### Cells by drive strength, run 1

The bar under the picture is 20 um long.
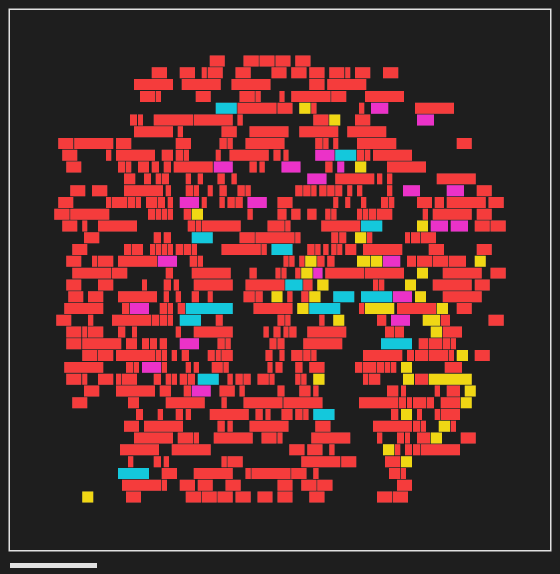
### Metal 1, run 1

The bar under the picture is 20 um long. Supply wires on this layer in gray. Cells faint in the background.
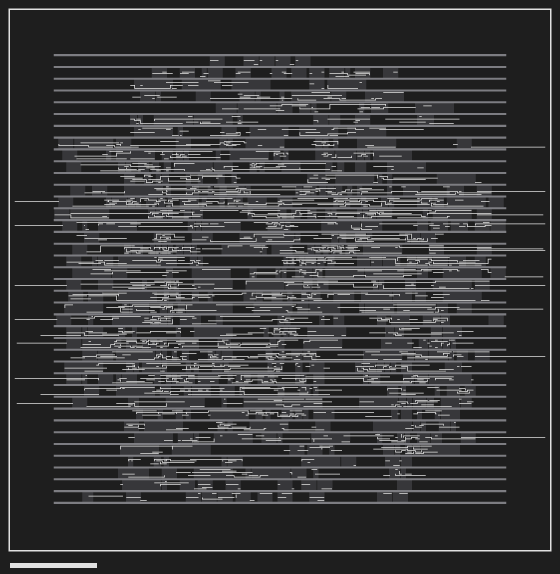
### Met2 routing, run 1

The bar under the picture is 20 um long. Cells faint in the background.
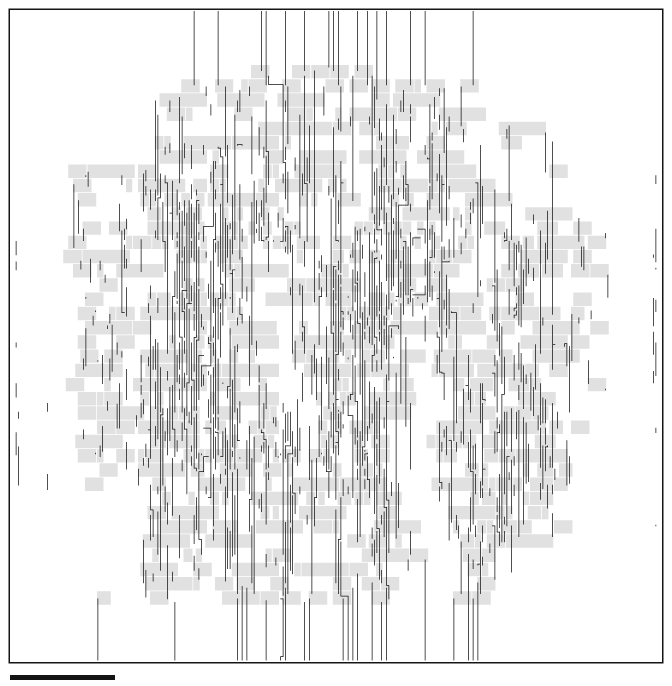
### Close-up of the layout, run 1

The bar under the picture is 10 um long. Region (42, 17) to (82, 57) um. Cells in gray, sequential cells in the stronger gray; small squares are vias.
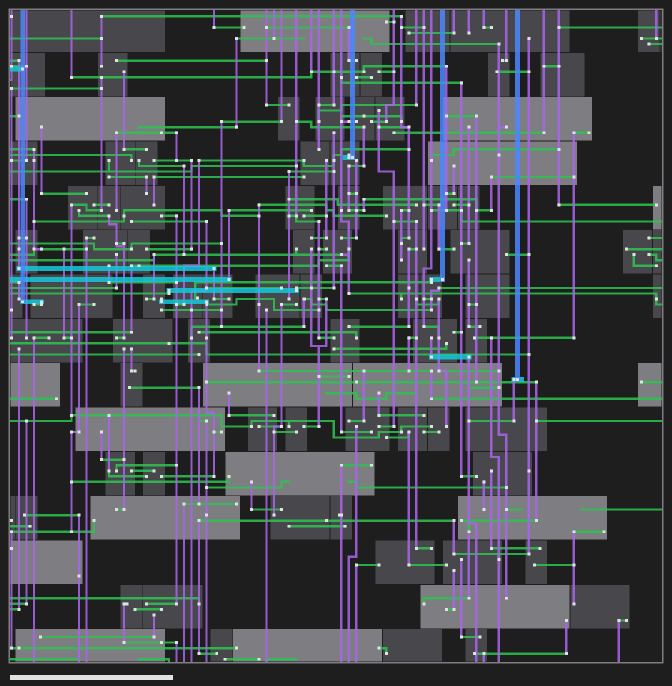
## src/rtl/shift_seq_32.sv

```systemverilog
// rtl/shift_seq_32.sv - iterative 32-bit shifter (left, logical right, arithmetic right) with start/done handshake
//
// Ports:
//   clk    : rising-edge clock
//   rst_n  : asynchronous active-low reset
//   start  : request, accepted only while busy=0
//   X      : operand, sampled on accepted start
//   Sa     : shift amount 0..31, sampled on accepted start
//   Arith  : sign fill for right shifts (ignored for left shifts)
//   Right  : 1 = right shift, 0 = left shift
//   Sh     : result register, updated only on completion
//   busy   : high while an operation is in flight (SHIFT and DONE)
//   done   : one-cycle pulse when Sh holds a new result
module shift_seq_32 (
  input  logic        clk,
  input  logic        rst_n,
  input  logic        start,
  input  logic [31:0] X,
  input  logic [4:0]  Sa,
  input  logic        Arith,
  input  logic        Right,
  output logic [31:0] Sh,
  output logic        busy,
  output logic        done
);

  typedef enum logic [1:0] {
    S_IDLE  = 2'd0,
    S_SHIFT = 2'd1,
    S_DONE  = 2'd2
  } state_t;

  state_t      r_state;
  state_t      w_state_next;
  logic [31:0] r_work;
  logic [4:0]  r_cnt;
  logic        r_right;
  logic        r_arith;
  logic [31:0] r_sh;
  logic        r_busy;
  logic        r_done;

  logic        w_fill;
  logic        w_step4;
  logic [4:0]  w_cnt_next;
  logic [31:0] w_shifted;
  logic        w_accept;

  assign w_accept = (r_state == S_IDLE) && start;

  // One shift step: a 4-bit stride while at least 4 positions remain, else 1.
  // The fill bit comes from the current work MSB; since an arithmetic right
  // shift keeps bit 31 unchanged, this is the sign latched at start.
  always_comb begin
    w_fill     = r_right & r_arith & r_work[31];
    w_step4    = (r_cnt >= 5'd4);
    w_cnt_next = w_step4 ? (r_cnt - 5'd4) : (r_cnt - 5'd1);
    if (r_right) begin
      w_shifted = w_step4 ? {{4{w_fill}}, r_work[31:4]} : {w_fill, r_work[31:1]};
    end else begin
      w_shifted = w_step4 ? {r_work[27:0], 4'b0000} : {r_work[30:0], 1'b0};
    end
  end

  always_comb begin
    w_state_next = r_state;
    case (r_state)
      S_IDLE: begin
        if (start) begin
          w_state_next = (Sa == 5'd0) ? S_DONE : S_SHIFT;
        end
      end
      S_SHIFT: begin
        if (w_cnt_next == 5'd0) begin
          w_state_next = S_DONE;
        end
      end
      S_DONE:  w_state_next = S_IDLE;
      default: w_state_next = S_IDLE;
    endcase
  end

  always_ff @(posedge clk or negedge rst_n) begin
    if (!rst_n) begin
      r_state <= S_IDLE;
    end else begin
      r_state <= w_state_next;
    end
  end

  // busy/done are registered from the next state so they are clean flop outputs.
  always_ff @(posedge clk or negedge rst_n) begin
    if (!rst_n) begin
      r_busy <= 1'b0;
      r_done <= 1'b0;
    end else begin
      r_busy <= (w_state_next != S_IDLE);
      r_done <= (w_state_next == S_DONE);
    end
  end

  always_ff @(posedge clk or negedge rst_n) begin
    if (!rst_n) begin
      r_work  <= 32'd0;
      r_cnt   <= 5'd0;
      r_right <= 1'b0;
      r_arith <= 1'b0;
      r_sh    <= 32'd0;
    end else if (w_accept) begin
      r_work  <= X;
      r_cnt   <= Sa;
      r_right <= Right;
      r_arith <= Arith;
      if (Sa == 5'd0) begin
        r_sh <= X;
      end
    end else if (r_state == S_SHIFT) begin
      r_work <= w_shifted;
      r_cnt  <= w_cnt_next;
      if (w_cnt_next == 5'd0) begin
        r_sh <= w_shifted;
      end
    end
  end

  assign Sh   = r_sh;
  assign busy = r_busy;
  assign done = r_done;

endmodule
```

## config.mk

```make
export PLATFORM = sky130hd
export DESIGN_NAME = shift_seq_32
export DESIGN_NICKNAME = d
export VERILOG_FILES = /design/src/rtl/shift_seq_32.sv
export SDC_FILE = /design/constraint.sdc
export NUM_CORES = 1
export LEC_CHECK = 0
export ABC_AREA = 0
export CAP_MARGIN = 20
export CORE_MARGIN = 10
export CORE_UTILIZATION = 36
export CTS_CLUSTER_DIAMETER = 30
export CTS_CLUSTER_SIZE = 8
export DETAILED_ROUTE_END_ITERATION = 12
export HOLD_SLACK_MARGIN = 0.08
export PLACE_DENSITY_LB_ADDON = 0.15
export SYNTH_ARGS = -nofsm -noshare
export SYNTH_HDL_FRONTEND = slang
export SYNTH_SLANG_ARGS = --single-unit
```

## constraint.sdc

```tcl
create_clock -name clk -period 2.5 [get_ports clk]
set_input_delay 0.75 -clock clk [delete_from_list [all_inputs] [get_ports clk]]
set_output_delay 0.75 -clock clk [all_outputs]
set_load 0.005 [all_outputs]
```

==> results.txt, run 1 <==
Results of the full flow below.

Yosys:
- The run gives the post-synthesis simple-gate area fraction as 13.1%.
- In the Yosys stats the netlist draws on 40 distinct library cells.
- The run puts the sequential cell area fraction in the yosys report at 47.6%.
- The run gives the net count of the mapped netlist as between 400 and 500.
- Per the synthesis report, the adder-cell share of the synthesized area is between 1 and 1.5%.
- By area the synthesized netlist is led by dfrtp_1 (48%), nand2_1 (9.9%), a21oi_1 (7.9%).
- Counting flops with a built-in enable in the synthesized netlist gives 0.
- After synthesis the cells add up to between 3000 and 4000 um2.
- By count the netlist is led by nand2_1 (104), dfrtp_1 (75), a21oi_1 (62).
- For this run, the leading register cell type out of synthesis is dfrtp_1.
- The run gives the area fraction in mux cells as approximately 9.6%.
- The most common cell in the synthesized netlist is nand2_1.
- dfrtp_1 takes more of the synthesized area than any other cell.
- In the Yosys report the total cell count is between 400 and 500.
- The run gives the parity-gate share of the synthesized area counting xor and xnor cells as less than 1%.
- The run gives the fraction of post-synthesis cell area in the top cell type by area as a little under half.
- In this run, synthesis produced a sequential element count of approximately 75.
- The run gives the average cell area after synthesis as roughly 8.8 um2.
- The run gives the combinational family with the most area after synthesis as AND-OR/OR-AND gates.
- The run puts the proportion of register bits with asynchronous set or reset after synthesis at 100%.

Clock tree:
- The tree is rooted in a clkbuf_8.
- The run gives the deepest clock path buffer count as 2.
- The run puts the clock insertion delay at the later pin of the skew report at ~0.36 ns.
- The run gives the H-tree depth as 3.
- The run puts the clock-pin slew on the worst setup and hold paths at about 0.09 ns.
- The run gives the total of hold buffers inserted after clock tree synthesis as 0.

Worst setup path:
- STA classifies the critical path endpoint as a flop.
- STA lists the endpoint of the worst register-to-register path as Sh[3].
- The run gives the path type of the worst setup path as in2reg.
- OpenSTA lists the critical path startpoint as Sa[2].
- In this run the worst path has a maximum fanout of 8.
- The capture point of the critical path was reported as Sh[3].
- At the worst endpoint, the arrival time is roughly 2.6 ns.
- The run gives the data required time of the worst path as 2.74 ns.
- The run gives the depth of the worst register-to-register path as 10.

Power:
- The run gives the leakage power of the design as roughly 0.0024 uW.
- The run gives the post-route total power as 6370 uW.
- The run gives the worst supply voltage drop on vdd as between 0.5 and 0.6 mV.

Route:
- The run gives the via density per instance as between 5 and 6.
- The run gives the post-route antenna net violation count as 0.
- The run puts the detailed route wirelength on metal2 at about 5500 um.
- The run puts the count of TritonRoute iterations in the first routing pass at 4.
- The run puts the met3 wire length at 567 um.

Layout:
- The run gives the final-layout non-clock buffer area share as between 10% and 20%.
- The run puts the layout clock buffer count at 10.
- The run gives the final net count as around 600.
- The most common logic cells in the final layout are nand2_1 (103), dfrtp_1 (75), clkdlybuf4s50_1 (74), a21oi_1 (62), inv_1 (35).
- The run gives the register area as around 1900 um2.
- The run gives the tally of filler cells in the layout as 1055.
- The run gives the sequential fraction of total cell area as a little over a third.
- The run puts the multi-input gate share of total cell area at between 30% and 40%.
- The biggest slice of the area belongs to logic gates.
- The run puts the fraction of layout instances using a drive strength above 1 at between 10% and 20%.
- The run puts the post-layout instance count excluding filler cells at between 600 and 700.
- The run gives the number of sequential cells in the layout as roughly 75.

Placement:
- The run puts the post-detailed-placement half-perimeter wirelength at between 8000 and 9000 um.
- Before CTS, the worst setup slack after placement is -0.374 ns.
- The run gives the last weighted congestion value of the routability-driven placer as between 0.8 and 0.9.
- The run puts the number of buffers inserted by port buffering at 75.

Global route:
- The run gives the initial antenna violation count as 0.
- The run puts the number of global-route vias before repair at 3569.
- The run puts the total overflow reported by the global router at 0.
- The run gives the global-route wire length before repair as ~19000 um.
- The run puts the all-layer global routing usage at around 15%.
- Per the GRT log, the top usage layer is met2.

STA:
- Across the routed clock network, the largest skew measured is 0.0109 ns.
- The run gives the final period demand of the worst path as between 2 and 2.5 ns.
- Headroom to the max-slew limit came out at roughly two thirds.
- Setup repair after global routing left no endpoint under its margin.
- The run gives the worst hold slack after final layout as around 0.35 ns.
- The run puts the final number of setup-violating endpoints at 0.

Status:
- The run finished with clean final reports.

Floorplanning:
- The run gives the area of the die as 15500 um2.
- The run puts the I/O pin count at 76.
- The run gives the site row count as 38.
- The run puts the count of inserted tapcells at 140.
- The run puts the overall die width at 125 um.
- The run gives the area of the core region as ~11000 um2.

Flow run:
- The run gives the max-cap check violation count as 0.
About 'Cells by drive strength':
Yellow shows x3 and x4, cells 36, most used buf_4. Red shows x1 and smaller, cells 470, most used nand2_1. Magenta shows x2, cells 22, most used a211oi_2. Cyan shows x6 and larger, cells 15, most used clkbuf_8.
min setup slack post-route: 0.0975 ns
number of non-clock buffers in the layout: 108
area growth from synthesis to layout: 34.8%
Finished Cell Area: 5320 um2

About 'Metal 1':
The longest straight run is 37.3 um. The wires run mostly horizontal. 534 nets have wire on it. The layer carries 5300 um of wire.
routed vias: 3510
sum of routed wire length over all layers: 11600 um
met1 Usage GRT: 18.7%

About 'Met2 routing':
The layer carries 5490 um of wire. 482 nets have wire on it. The layer holds 47% of the routed length. The longest straight run is 44.2 um. The wires run mostly vertical.
met2 GRT Util: 23.3%

About 'Close-up of the layout':
Purple shows M2. Cyan shows M3. Blue shows M4. Green shows M1.
83 logic cells have their middle in the window. Netlist names of flops here include Sh (6), r_work (6). Sequential cells in the window: 13. Most frequent: nand2_1 (18), dfrtp_1 (13), a21oi_1 (12).

==> run 1: repair_timing <==
action	4_1_cts	5_1_grt
gates resized	0	14
buffers inserted	0	2
endpoints found under the setup margin	0	51
==> run 1: state kept, by name (all words and copies together) (netlist names) <==
signal / count
r_cnt: 5
Sh: 32
r_right: 1
r_state: 2
r_work: 32
done: 1
r_arith: 1
busy: 1
==> run 1: critical path: stages <==
cell and delay [ns]:
clkdlybuf4s50_1 0.43, or4_1 0.52, nor2_1 0.22, a22oi_2 0.14, buf_12 0.16, buf_4 0.13, mux2_1 0.29
==> run 1: where the power goes <==
| part | internal, uW | leakage [uW] | switching, uW |
|---|---|---|---|
| Clock | 461 | 0.0000885 | 483 |
| Sequential | 1740 | 0.000948 | 373 |
| Combinational | 1560 | 0.00138 | 1750 |
### Track usage over the die, run 1

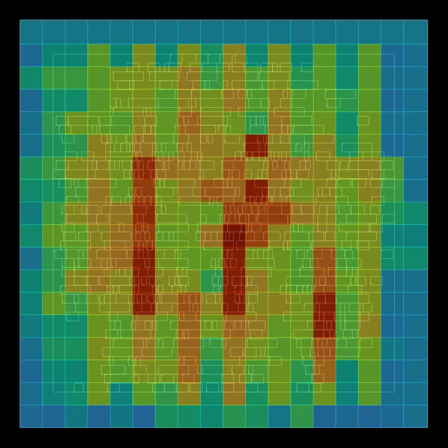

## Run 2: what changed since run 1
Settings changed: CORE_UTILIZATION 36 to 45.
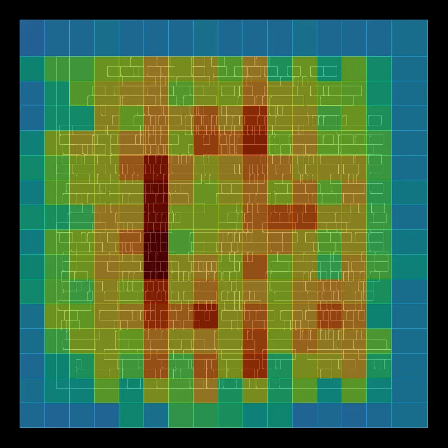
*Track usage over the die, run 2*
DR WL/cell: 17.3 um
GR Util met3: 5.09%
met1 Usage GRT: 22.8%

==> run 2 against run 1 <==
  * Hold slack better by 0.013 ns
  * Routed wire length shrank 3.5%
  * Maximum frequency decreased by 1.8%
  * Via count rose by 1.4%
  * Clock power is 11% lower
  * Power down 0.95%
  * Cell area is 1.3% lower
  * Sequential share of layout area rose by 0.47 points
  * Critical endpoint unchanged
  * Clock skew is 0.0039 ns higher
==> results.txt, run 2 <==
Results of the full flow below.

Layout:
- The run puts the layout clock buffer count at 11 (was 10).
- The tally of filler cells in the layout is 772 (was 1055).
- The area growth from synthesis to final layout was 33.0% (was 34.8%).
- The run puts the final-layout non-clock buffer area share at 19.3% (was 19.8%).
- The run gives the multi-input gate share of total cell area as 36.5% (was 35.5%).
- The final net count came to 578 (was 584).
- The run puts the sequential fraction of total cell area at 35.8% (was 35.3%).
- The run gives the register area as 1880 um2 (unchanged).
- Dominant logic cell types in the final layout: nand2_1 (104), dfrtp_1 (75), clkdlybuf4s50_1 (74), a21oi_1 (62), inv_1 (35) (was nand2_1 (103), dfrtp_1 (75), clkdlybuf4s50_1 (74), a21oi_1 (62), inv_1 (35)).
- The run puts the number of sequential cells in the layout at 75 (unchanged).

Floorplanning:
- The site row count came to 34 (was 38).
- The run puts the area of the core region at 8640 um2 (was 10800 um2).
- The run gives the overall die width as 114 um (was 125 um).
- The area of the die came to 12900 um2 (was 15500 um2).

Worst setup path:
- The run gives the data required time of the worst path as 2.74 ns (about the same).
- The run gives the signal arrival time at the worst endpoint as 2.69 ns (was 2.64 ns).
- The run gives the reg-to-reg endpoint as Sh[3] (unchanged).
- The run gives the largest fanout on the critical path as 6 (was 8).
- The path type of the worst setup path is in2reg (unchanged).
- The destination of the critical timing path is Sh[3] (unchanged).
- The depth of the worst register-to-register path came to 9 (was 10).
- The run gives the beginning of the critical path as start (was Sa[2]).

Global route:
- The initial antenna violation count is 0 (unchanged).
- The all-layer global routing usage was 17.3% (was 14.6%).
- The run gives the global-route wire length before repair as 18400 um (was 18700 um).

Yosys:
- The run gives the area fraction in mux cells as 9.64% (unchanged).
- The run gives the cell count listed in synth_stat.txt as 447 (unchanged).
- The average cell area after synthesis came to 8.82 um2 (unchanged).
- The run gives the net count of the mapped netlist as 493 (unchanged).
- The run puts the combined area of all synthesized cells at 3940 um2 (unchanged).
- The run gives the parity-gate share of the synthesized area counting xor and xnor cells as 0.666% (unchanged).
- The adder-cell area share of the yosys netlist came to 1.27% (unchanged).
- The run puts the sequential cell area fraction in the yosys report at 47.6% (unchanged).
- The run puts the count of state elements after synthesis at 75 (unchanged).
- The dominant cell type by area after synthesis is dfrtp_1 (unchanged).
- The run puts the count of library flops with an enable pin at 0 (unchanged).
- The run gives the combinational family with the most area after synthesis as AND-OR/OR-AND gates (unchanged).
- The number of library cell types mapped by synthesis came to 40 (unchanged).
- Biggest area contributors in the synthesized netlist: dfrtp_1 (48%), nand2_1 (9.9%), a21oi_1 (7.9%) (unchanged).
- The post-synthesis simple-gate area fraction is 13.1% (unchanged).

Route:
- The run gives the detailed route wirelength on metal2 as 5140 um (was 5490 um).
- The run puts the post-detailed-routing wire length at 11200 um (was 11600 um).
- The run gives the met3 wire length as 768 um (was 567 um).
- The run puts the count of TritonRoute iterations in the first routing pass at 5 (was 4).
- The via density per instance is 5.52 (was 5.14).

Power:
- The net switching power is 2640 uW (was 2610 uW).
- The run puts the post-route total power at 6310 uW (was 6370 uW).
- The power dissipated in the clock network came to 841 uW (was 944 uW).
- The run gives the proportion of power drawn by combinational gates as 53.0% (was 52.0%).
- The run gives the top power group as combinational logic (unchanged).
- The relative contribution of the clock network to total power came to 13.3% (was 14.8%).
- The run gives the internal power as 3680 uW (was 3760 uW).
- The run puts the leakage power of the design at 0.00239 uW (was 0.00242 uW).

Clock tree:
- The clock-pin slew on the worst setup and hold paths came to 0.08 ns (was 0.09 ns).
- The run gives the post-cts repair resize count as 0 (unchanged).
- The count of buffers added by post-CTS timing repair for setup is 0 (unchanged).
- The run gives the H-tree depth as 3 (unchanged).
- The run puts the total of hold buffers inserted after clock tree synthesis at 0 (unchanged).
- The run gives the root buffer cell as clkbuf_8 (unchanged).
- The clock insertion delay at the later pin of the skew report is 0.36 ns (about the same).
- The run puts the deepest clock path buffer count at 2 (unchanged).

Status:
- Result of the run: complete, no violations (unchanged).

STA:
- The run gives the worst-case clock skew as 0.0148 ns (was 0.0109 ns).
- The final number of setup-violating endpoints was 0 (unchanged).
- The run puts the least setup slack across all paths after layout at 0.0534 ns (was 0.0975 ns).

Placement:
- The run gives the number of buffers inserted by port buffering as 75 (unchanged).
- The run puts the last weighted congestion value of the routability-driven placer at 0.908 (was 0.893).
## run 2: worst min path at each step
| stage | start | end | slack, ns |
|---|---|---|---|
| 2_1_floorplan | rst_n | Sh[0] | 0.45 |
| 4_1_cts | rst_n | r_work[26] | 0.38 |
| 6_report | rst_n | r_cnt[1] | 0.36 |
| 3_3_place_gp | r_work[7] | r_work[7] | 0.49 |
| 3_5_place_dp | Sh[3] | Sh[3] | 0.49 |
| 5_1_grt | rst_n | r_work[25] | 0.39 |
## run 2: metal layers
layer / vias to the layer above / track usage [%]
met5: - / 0
met4: 0 / 6.51
met3: 20 / 5.09
met2: 146 / 26.3
met1: 1684 / 22.8
li1: 1709 / -
## run 2: critical path: stages
cell,delay [ns]
clkdlybuf4s50_1,0.48
or3b_2,0.51
buf_4,0.18
and2_1,0.15
a221o_1,0.33
mux2_1,0.29
Power and IR drop assume default switching activity.
